Design button_pulser, sky130hd; sources not shown.
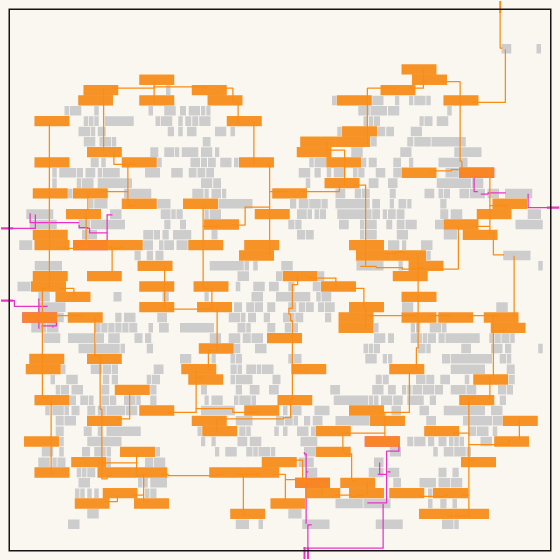
run_1/port_trees.png
[level] magenta | direction: output | end cells: 5 | wire: 188 microns
[rst_n] orange | direction: input | end cells: 120 | wire: 1130 microns
Port Buf Inserts: 16
# IOs: 22

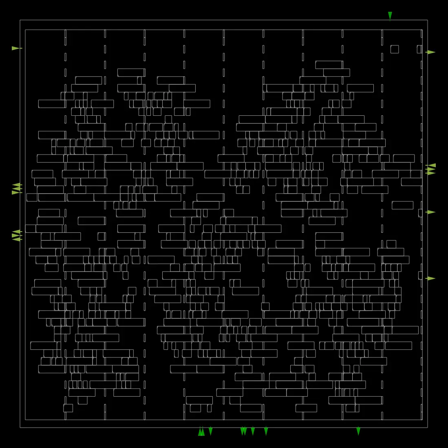
run_1/placed.png
Tap Cells: 260
filler instances: 1877
Util after Layout: 38.1%
proportion of cell area occupied by registers: 41.9%

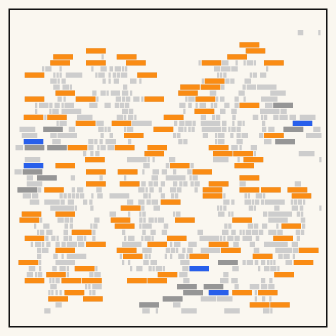
run_1/ff_map.png
Other sequential cells in the stronger grey, the rest of the logic in the fainter grey.
[g_ch.u_ch.pulse_o] blue | sequential cells: 5
[g_ch.u_ch.db_cnt_q] orange | sequential cells: 100 | where: spread over the die
not coloured: 15
Seq. pwr: 0.00262 W
Reg area: 3000 sq um

==> summary.txt, run 1 <==
fresh numbers from the pnr run: Final HPWL DP=7650 microns, Peak VDD IR=0.000573 V, router iterations before antenna repair=4, fraction of registers with async set/reset=100%, CTS Hold Buffers Added=0, Final Critical Period=1810 ps, switching power of the nets=0.00134 W, fin cells=890, remaining global-route overflow=0, fin nets=629, outcome=finished, final reports clean, Static Leak=2.88 nW, via count=4234, Post-Synth Simple-Gate Area=25.9%, CTS tree=yes, Data arrival, critical path=2110 ps, synth-to-layout area growth=23.4%, met1 Track Usage GR=15.9%, wirelength, routed=11500 microns, dpl ws=50.2 ps, vias per inst=4.76, multi-input logic area=2620 sq um, GRT Overall Usage=13.1%, sequential-to-total area share from yosys stat=51.7%, distinct lib cells=45, GP Congestion=0.782, post-synthesis adder-cell area fraction=1.08%, CP max stage delay=420 ps, XOR/XNOR Area Share=11.2%, tool warning count=27, Critical Path RT=2200 ps, pwr/cell area=850 nW/um^2, Die Wd=142 microns, CTS Buf Count=17, number of enable flip-flop cells=0, Synth top cells by count=dfrtp_1 (120), nor2_1 (87), xnor2_1 (51), #MultiIn Comb=413, largest net degree at the start of global routing=58, Largest register FFs=100, Syn. warnings=0
run_1/m3.png
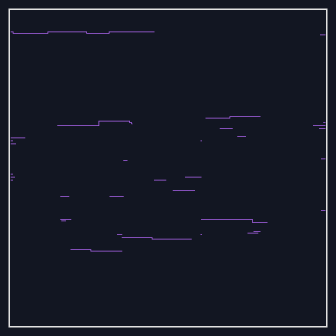

==> inputs of run 2 (changes only) <==
--- a/config.mk
+++ b/config.mk
@@ -6,11 +6,11 @@
 export NUM_CORES = 1
 export LEC_CHECK = 0
 export CORE_MARGIN = 1.5
-export CORE_UTILIZATION = 30
+export CORE_UTILIZATION = 45
 export CTS_CLUSTER_DIAMETER = 50
 export DETAILED_ROUTE_END_ITERATION = 10
 export MAX_ROUTING_LAYER = met4
-export PLACE_DENSITY = 0.44
+export PLACE_DENSITY = 0.61
 export SYNTH_ARGS = -nofsm -noshare
 export SYNTH_HDL_FRONTEND = slang
 export SYNTH_SLANG_ARGS = --single-unit
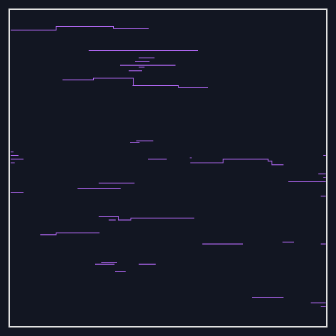
run_2/m3.png
share of all routed wire: 3.9%
nets with wire on the layer: 31
met3 Resource Use GR: 5.19%
via count: 4220
wirelength, routed: 10900 microns

==> run 2 against run 1 <==
Combinational power about the same. First-iteration DRC count increased by 150%. Worst setup slack got worse by 0.83 ps. Non-clock buffer count increased by 1. Global-route usage increased by 5.5 points. Area after synthesis unchanged. Cell count decreased by 9.8%. Clock skew increased by 4.2 ps. Largest cell class unchanged. Power about the same. Critical path depth unchanged. Via count decreased by 0.33%.
==> summary.txt, run 2 <==
fresh numbers from the pnr run: Peak VDD IR=0.000661 V, number of enable flip-flop cells=0, Util after Layout=56.0%, outcome=finished, final reports clean, fin cells=803, synth-to-layout area growth=21.6%, largest net degree at the start of global routing=55, Die Wd=117 microns, XOR/XNOR Area Share=11.2%, post-synthesis adder-cell area fraction=1.08%, filler instances=1101, dpl ws=64.8 ps, GRT Overall Usage=18.6%, CTS Hold Buffers Added=1, multi-input logic area=2630 sq um, sequential-to-total area share from yosys stat=51.7%, remaining global-route overflow=0, Critical Path RT=2240 ps, router iterations before antenna repair=5, CP max stage delay=490 ps, fraction of registers with async set/reset=100%, Reg area=3000 sq um, #MultiIn Comb=413, Final Critical Period=1810 ps, Largest register FFs=100, CTS tree=yes, Post-Synth Simple-Gate Area=25.9%, Static Leak=2.89 nW, CTS Buf Count=17, Tap Cells=172, met1 Track Usage GR=23.6%, vias per inst=5.26, pwr/cell area=862 nW/um^2, Port Buf Inserts=16, Data arrival, critical path=2150 ps, GP Congestion=0.812, switching power of the nets=0.00134 W
No activity file was given, so power comes from the tool's default toggle rates.
